Figure 1. Clock wiring as the flow saved it.
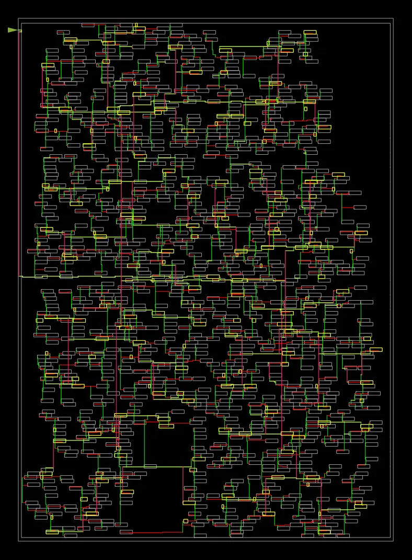
Figure 2. Metal 3.
Drawn at 1 px/um.
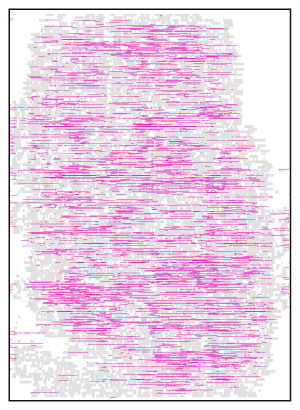
Figure 3. Met4 routing.
Drawn at 1 px/um. Supply wires on this layer in gray.
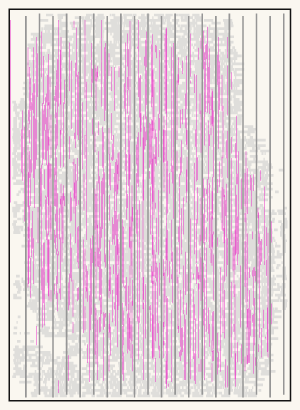
Figure 4. Layout detail.
Region (185, 267) to (235, 317) um. Cells in gray, sequential cells in the stronger gray; small squares are vias.
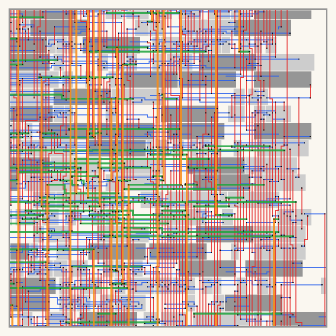
### src/rtl/writeback_stage_pkg.sv
// Shared definitions for the writeback stage: instruction class codes, FSM states and
// register-file constants.
package pipeline_defs;

  typedef enum logic [3:0] {
    InstNop    = 4'd0,
    InstRtype  = 4'd1,
    InstItype  = 4'd2,
    InstLoad   = 4'd3,
    InstStore  = 4'd4,
    InstBranch = 4'd5,
    InstJump   = 4'd6,
    InstJal    = 4'd7,
    InstHalt   = 4'd15
  } inst_type_e;

  typedef enum logic {
    StRun    = 1'b0,
    StHalted = 1'b1
  } wb_state_e;

  localparam int unsigned REG_ADDR_W = 5;
  localparam logic [REG_ADDR_W-1:0] RegZero = '0;

  function automatic logic is_writing_type(input logic [3:0] inst_type);
    return (inst_type == InstRtype) || (inst_type == InstItype) ||
           (inst_type == InstLoad)  || (inst_type == InstJal);
  endfunction

endpackage

### src/rtl/writeback_stage_if.sv
// MEM/WB pipeline register bundle as seen by the writeback stage.
interface writeback_stage_if #(
    parameter int unsigned DATA_WIDTH = 32
);
    logic [31:0]           inst;
    logic [31:0]           new_pc;
    logic [DATA_WIDTH-1:0] alu_output;
    logic [3:0]            inst_num;
    logic [3:0]            inst_type;

    modport master (output inst, new_pc, alu_output, inst_num, inst_type);
    modport slave  (input  inst, new_pc, alu_output, inst_num, inst_type);
endinterface

### src/rtl/writeback_stage_regfile.sv
// Architectural register file: one write port, raw (unbypassed) read ports for ID and debug.
// Entry 0 is never written and always reads as zero.
module regfile_2r1w
    import pipeline_defs::*;
#(
    parameter int unsigned DATA_WIDTH = 32,
    parameter int unsigned REG_COUNT  = 32
) (
    input  logic                  clock,
    input  logic                  reset,
    input  logic                  we,
    input  logic [REG_ADDR_W-1:0] waddr,
    input  logic [DATA_WIDTH-1:0] wdata,
    input  logic [REG_ADDR_W-1:0] raddr_a,
    input  logic [REG_ADDR_W-1:0] raddr_b,
    input  logic [REG_ADDR_W-1:0] raddr_dbg,
    output logic [DATA_WIDTH-1:0] rdata_a,
    output logic [DATA_WIDTH-1:0] rdata_b,
    output logic [DATA_WIDTH-1:0] rdata_dbg
);

    logic [DATA_WIDTH-1:0] mem_q [REG_COUNT];

    always_ff @(posedge clock or negedge reset) begin
        if (!reset) begin
            for (int i = 0; i < int'(REG_COUNT); i++) begin
                mem_q[i] <= '0;
            end
        end else if (we && (waddr != RegZero)) begin
            mem_q[waddr] <= wdata;
        end
    end

    always_comb begin
        rdata_a   = (raddr_a   == RegZero) ? '0 : mem_q[raddr_a];
        rdata_b   = (raddr_b   == RegZero) ? '0 : mem_q[raddr_b];
        rdata_dbg = (raddr_dbg == RegZero) ? '0 : mem_q[raddr_dbg];
    end

endmodule

### src/rtl/writeback_stage.sv
// WB stage: decodes the MEM/WB bundle into a register write, bypasses it to the ID read
// ports, counts retired instructions and stops permanently on HALT until reset.
module writeback_stage
    import pipeline_defs::*;
#(
    parameter int unsigned DATA_WIDTH = 32,
    parameter int unsigned REG_COUNT  = 32,
    parameter int unsigned LINK_REG   = 31,
    parameter int unsigned CNT_WIDTH  = 32
) (
    input  logic                  clock,
    input  logic                  reset,
    writeback_stage_if.slave      memwb,
    input  logic [REG_ADDR_W-1:0] FromID_AddrA,
    input  logic [REG_ADDR_W-1:0] FromID_AddrB,
    output logic [DATA_WIDTH-1:0] ToID_DataA,
    output logic [DATA_WIDTH-1:0] ToID_DataB,
    input  logic [REG_ADDR_W-1:0] FromDbg_Addr,
    output logic [DATA_WIDTH-1:0] ToDbg_Data,
    output logic                  ToFWD_WriteEn,
    output logic [REG_ADDR_W-1:0] ToFWD_WriteAddr,
    output logic [DATA_WIDTH-1:0] ToFWD_WriteData,
    output logic [CNT_WIDTH-1:0]  ToStat_RetireCount,
    output logic [3:0]            ToStat_LastInstNum,
    output logic                  ToStat_Halted
);

    wb_state_e             state_q, state_d;
    logic [CNT_WIDTH-1:0]  retire_cnt_q, retire_cnt_d;
    logic [3:0]            last_num_q, last_num_d;

    logic [REG_ADDR_W-1:0] write_addr;
    logic [DATA_WIDTH-1:0] write_data;
    logic                  write_en;
    logic                  retire;
    logic [DATA_WIDTH-1:0] raw_a, raw_b;

    // Only the rd/rt fields of the instruction word matter here.
    logic unused_inst;
    assign unused_inst = ^{memwb.inst[31:21], memwb.inst[10:0]};

    always_comb begin
        write_addr = RegZero;
        write_data = '0;
        case (memwb.inst_type)
            InstRtype: begin
                write_addr = memwb.inst[15:11];
                write_data = DATA_WIDTH'(memwb.alu_output);
            end
            InstItype, InstLoad: begin
                write_addr = memwb.inst[20:16];
                write_data = DATA_WIDTH'(memwb.alu_output);
            end
            InstJal: begin
                write_addr = REG_ADDR_W'(LINK_REG);
                write_data = DATA_WIDTH'(memwb.new_pc);
            end
            default: ;
        endcase
    end

    assign write_en = (state_q == StRun) && is_writing_type(memwb.inst_type) &&
                      (write_addr != RegZero);
    assign retire   = (state_q == StRun) && (memwb.inst_type != InstNop);

    regfile_2r1w #(
        .DATA_WIDTH (DATA_WIDTH),
        .REG_COUNT  (REG_COUNT)
    ) u_regfile (
        .clock      (clock),
        .reset      (reset),
        .we         (write_en),
        .waddr      (write_addr),
        .wdata      (write_data),
        .raddr_a    (FromID_AddrA),
        .raddr_b    (FromID_AddrB),
        .raddr_dbg  (FromDbg_Addr),
        .rdata_a    (raw_a),
        .rdata_b    (raw_b),
        .rdata_dbg  (ToDbg_Data)
    );

    // ID sees this cycle's write immediately; the array only updates at the next edge.
    always_comb begin
        ToID_DataA = raw_a;
        ToID_DataB = raw_b;
        if (FromID_AddrA == RegZero) begin
            ToID_DataA = '0;
        end else if (write_en && (FromID_AddrA == write_addr)) begin
            ToID_DataA = write_data;
        end
        if (FromID_AddrB == RegZero) begin
            ToID_DataB = '0;
        end else if (write_en && (FromID_AddrB == write_addr)) begin
            ToID_DataB = write_data;
        end
    end

    always_comb begin
        state_d      = state_q;
        retire_cnt_d = retire_cnt_q;
        last_num_d   = last_num_q;
        if (retire) begin
            last_num_d = memwb.inst_num;
            if (retire_cnt_q != '1) begin
                retire_cnt_d = retire_cnt_q + CNT_WIDTH'(1);
            end
        end
        if ((state_q == StRun) && (memwb.inst_type == InstHalt)) begin
            state_d = StHalted;
        end
    end

    always_ff @(posedge clock or negedge reset) begin
        if (!reset) begin
            state_q      <= StRun;
            retire_cnt_q <= '0;
            last_num_q   <= '0;
        end else begin
            state_q      <= state_d;
            retire_cnt_q <= retire_cnt_d;
            last_num_q   <= last_num_d;
        end
    end

    assign ToFWD_WriteEn      = write_en;
    assign ToFWD_WriteAddr    = write_addr;
    assign ToFWD_WriteData    = write_data;
    assign ToStat_RetireCount = retire_cnt_q;
    assign ToStat_LastInstNum = last_num_q;
    assign ToStat_Halted      = (state_q == StHalted);

endmodule

### src/flat_wrapper.sv
// flat-port wrapper written by rule: the top's interface ports become plain ports
module writeback_stage_flat import pipeline_defs::*;
#(
    parameter int unsigned DATA_WIDTH = 32,
    parameter int unsigned REG_COUNT  = 32,
    parameter int unsigned LINK_REG   = 31,
    parameter int unsigned CNT_WIDTH  = 32
)
  (clock, reset, FromID_AddrA, FromID_AddrB, ToID_DataA, ToID_DataB, FromDbg_Addr, ToDbg_Data, ToFWD_WriteEn, ToFWD_WriteAddr, ToFWD_WriteData, ToStat_RetireCount, ToStat_LastInstNum, ToStat_Halted, memwb_inst, memwb_new_pc, memwb_alu_output, memwb_inst_num, memwb_inst_type);
  writeback_stage_if #(.DATA_WIDTH(DATA_WIDTH)) memwb_i ();
  input  logic clock;
  input  logic reset;
  input  logic [REG_ADDR_W-1:0] FromID_AddrA;
  input  logic [REG_ADDR_W-1:0] FromID_AddrB;
  output logic [DATA_WIDTH-1:0] ToID_DataA;
  output logic [DATA_WIDTH-1:0] ToID_DataB;
  input  logic [REG_ADDR_W-1:0] FromDbg_Addr;
  output logic [DATA_WIDTH-1:0] ToDbg_Data;
  output logic ToFWD_WriteEn;
  output logic [REG_ADDR_W-1:0] ToFWD_WriteAddr;
  output logic [DATA_WIDTH-1:0] ToFWD_WriteData;
  output logic [CNT_WIDTH-1:0] ToStat_RetireCount;
  output logic [3:0] ToStat_LastInstNum;
  output logic ToStat_Halted;
  input wire logic [$bits(memwb_i.inst)-1:0] memwb_inst;
  input wire logic [$bits(memwb_i.new_pc)-1:0] memwb_new_pc;
  input wire logic [$bits(memwb_i.alu_output)-1:0] memwb_alu_output;
  input wire logic [$bits(memwb_i.inst_num)-1:0] memwb_inst_num;
  input wire logic [$bits(memwb_i.inst_type)-1:0] memwb_inst_type;
  assign memwb_i.inst = memwb_inst;
  assign memwb_i.new_pc = memwb_new_pc;
  assign memwb_i.alu_output = memwb_alu_output;
  assign memwb_i.inst_num = memwb_inst_num;
  assign memwb_i.inst_type = memwb_inst_type;
  writeback_stage #(.DATA_WIDTH(DATA_WIDTH), .REG_COUNT(REG_COUNT), .LINK_REG(LINK_REG), .CNT_WIDTH(CNT_WIDTH)) u_core (.clock(clock), .reset(reset), .memwb(memwb_i), .FromID_AddrA(FromID_AddrA), .FromID_AddrB(FromID_AddrB), .ToID_DataA(ToID_DataA), .ToID_DataB(ToID_DataB), .FromDbg_Addr(FromDbg_Addr), .ToDbg_Data(ToDbg_Data), .ToFWD_WriteEn(ToFWD_WriteEn), .ToFWD_WriteAddr(ToFWD_WriteAddr), .ToFWD_WriteData(ToFWD_WriteData), .ToStat_RetireCount(ToStat_RetireCount), .ToStat_LastInstNum(ToStat_LastInstNum), .ToStat_Halted(ToStat_Halted));
endmodule
### config.mk
export PLATFORM = sky130hd
export DESIGN_NAME = writeback_stage_flat
export DESIGN_NICKNAME = d
export VERILOG_FILES = /design/src/rtl/writeback_stage_pkg.sv /design/src/rtl/writeback_stage_if.sv /design/src/rtl/writeback_stage_regfile.sv /design/src/rtl/writeback_stage.sv /design/src/flat_wrapper.sv
export SDC_FILE = /design/constraint.sdc
export NUM_CORES = 2
export LEC_CHECK = 0
export ABC_AREA = 0
export CAP_MARGIN = 20
export CORE_ASPECT_RATIO = 1.4
export CORE_MARGIN = 2
export CORE_UTILIZATION = 60
export CTS_CLUSTER_SIZE = 16
export DETAILED_ROUTE_END_ITERATION = 7
export HOLD_SLACK_MARGIN = 0.03
export MAX_ROUTING_LAYER = met4
export PLACE_DENSITY = 0.76
export SYNTH_ARGS = -nofsm -noshare
export SYNTH_HDL_FRONTEND = slang
export SYNTH_SLANG_ARGS = --single-unit
### constraint.sdc
create_clock -name clock -period 6.3 [get_ports clock]
set_input_delay 0.945 -clock clock [delete_from_list [all_inputs] [get_ports clock]]
set_output_delay 0.945 -clock clock [all_outputs]
set_load 0.005 [all_outputs]
==> changes_impl.md <==
## Flow update

- Overall die height: 389.9 um
- Worst Setup Start Kind: primary input
- Run status: finished clean
- Net Sw Power: 4.607 mW
- I/O Pins: a little under 300
- Clk Latency, worst-skew pair: 0.73 ns
- Clock Power Share: 38.8%
- Slew at the pin closest to its max-slew limit: 1.261 ns
- YS warnings: 0
- Vias in the first global route: 53540
- Layout cell share with drive strength beyond 1: 21.44%
- Placed inst area: 67820 um2
- Initial antenna violation count: 5
- Placed insts: roughly 7000
- Tool warnings: 73
- Post-Syn Nets: 6058
- Ys flops: about 1100
- RSZ-0062 raised after global routing: false
- Sink Count: 1061
- Final setup viols: 0
- Pins Over Slew Limit: 0
- Area of the core: 105500 um2
- HPWL after detailed placement: 132.8 mm
- Crit path DAT: 5.02 ns
- Clk buf depth: 3
- FF+latch area: 26550 um2
- Peak VDD IR: about 210 uV
- Top fanout value on the critical path: 49
- CTS H-tree depth: 3
- Hold-fix buffers at CTS: 0
- Largest Pwr Group: sequential cells
- Switching fraction of total power: between 20% and 30%
- Post-layout min period: 5.967 ns
- Power, Total: 16.54 mW
- Post-Synthesis Cells: a little under 6000
- Largest net degree at the start of global routing: 186
- HP Class: primary input to asynchronous set/reset pin
- Seq pwr: 7.54 mW
- Part of the power in registers: 45.6%
- Clk slew on worst S/H paths: ~0.070 ns
- Post-CTS Setup Inserts: 0
- Fin crit share: 94.71%
Notes on Figure 1 above:
clock buf count: 157
Seq cells: 1061
clk_skew: 0.02723 ns
CTS Buf Count: 105

Notes on Figure 2 above:
The layer holds 13% of the routed length. 899 nets have wire on it. The wires run mostly horizontal.

Notes on Figure 3 above:
The layer carries 22.1 mm of wire. The layer holds 9.6% of the routed length.
vias: 54340
Total Routed Length: 231.3 mm

Notes on Figure 4 above:
M2: in red. M3: in green. M4: in orange. M1: in blue.
Most frequent: dfrtp_1 (32), nor2_1 (21), a21oi_1 (20). Netlist names of flops here include u_core.u_regfile.mem_q (32). Sequential cells in the window: 32. 153 logic cells have their middle in the window.

[final cells by class]
class                      instances  area share, %
antenna                            8        0.02807
multi-input combinational       4158          48.75
sequential                      1061          37.23
tap                             1358          2.383
timing repair buffer             461          6.525
clock inverter                    35         0.4404
clock buffer                     157          4.397
inverter                          46         0.2421
[worst max-delay path, stage by stage]
cell and delay, ns:
clkdlybuf4s50_1 0.60, or3b_2 0.56, o211ai_1 0.40, or2_1 0.49
o31a_2 0.29, buf_4 0.59, a21oi_1 0.17, a211oi_2 0.38
clkdlybuf4s50_1 0.57
[stage by stage]
stage	hold WS, ns	util (%)
CTS	0.3079	67.56
finish	0.2843	67.59
global route	0.3542	67.59
detailed placement	0.4058	64.29
global placement	0.4009	64.29
floorplan	0.4580	-
[state kept, by name, indices dropped and copies added (netlist names)]
register / cells
u_core.ToStat_LastInstNum: 4
u_core.ToStat_RetireCount: 32
u_core.ToStat_Halted: 1
u_core.u_regfile.mem_q: 1024
[final timing paths]
kind / start / to / slack [ns] / depth (start not counted)
setup / recovery: memwb_inst_type[2] / ToID_DataB[30] / 0.33 / 9
hold / removal: reset / u_core.u_regfile.mem_q[1022]$_DFFE_PN0P_ / 0.28 / 1
setup reg to reg: u_core.ToStat_Halted$_DFFE_PN0P_ / u_core.u_regfile.mem_q[979]$_DFFE_PN0P_ / 2.98 / 5
hold reg to reg: u_core.u_regfile.mem_q[1021]$_DFFE_PN0P_ / u_core.u_regfile.mem_q[1021]$_DFFE_PN0P_ / 0.42 / 0
max in group asynchronous: reset / u_core.u_regfile.mem_q[692]$_DFFE_PN0P_ / 4.40 / 2
min in group clock: u_core.u_regfile.mem_q[1021]$_DFFE_PN0P_ / u_core.u_regfile.mem_q[1021]$_DFFE_PN0P_ / 0.42 / 0
[routing by layer]
metal  global-route usage, %  routed length, um  vias up
li1                        -                  -    21970
met1                   52.40              75950    26730
met2                   63.65             103000     4341
met3                   11.86              30210     1309
met4                   33.66              22120        0
met5                       -                  0        -
[placed cells by master (no fill, tap or decap), types with 27 or more instances in the layout]
cell type,n
clkdlybuf4s50_1,259
o21ai_1,36
nand2_1,209
nand3_1,76
a21oi_1,865
dfrtp_1,1061
or3_1,63
mux4_2,578
buf_4,155
o22ai_1,65
clkbuf_16,107
nor2_1,850
a211oi_1,107
mux2i_1,286
a22oi_2,32
nor2b_1,64
nand4_1,75
a22oi_1,249
inv_1,46
buf_12,39
clkbuf_8,27
mux2_2,200
o21ai_0,218
[kinds of logic after synthesis]
logic type / count (synthesis) / share of synthesized area, %
AND-OR/OR-AND: 1615 / 14.69
XOR/XNOR: 36 / 0.4941
adder cells (fa/ha/maj): 1 / 0.01960
buffers and inverters: 717 / 4.568
flip-flops: 1061 / 41.60
multiplexers: 1064 / 28.41
AND/OR/NAND/NOR: 1442 / 10.21
[synth_stat cells (107+ instances only)]
master,n,share of area [%]
a211oi_1,107,1.3
a21oi_1,865,6.8
a22oi_1,281,3.3
buf_2,125,0.98
clkbuf_1,462,2.7
dfrtp_1,1061,42
mux2_2,200,3.5
mux2i_1,286,4.5
mux4_2,578,20
nand2_1,210,1.2
nor2_1,859,5.1
o21ai_0,218,1.7
No activity file was given, so power comes from the tool's default toggle rates.
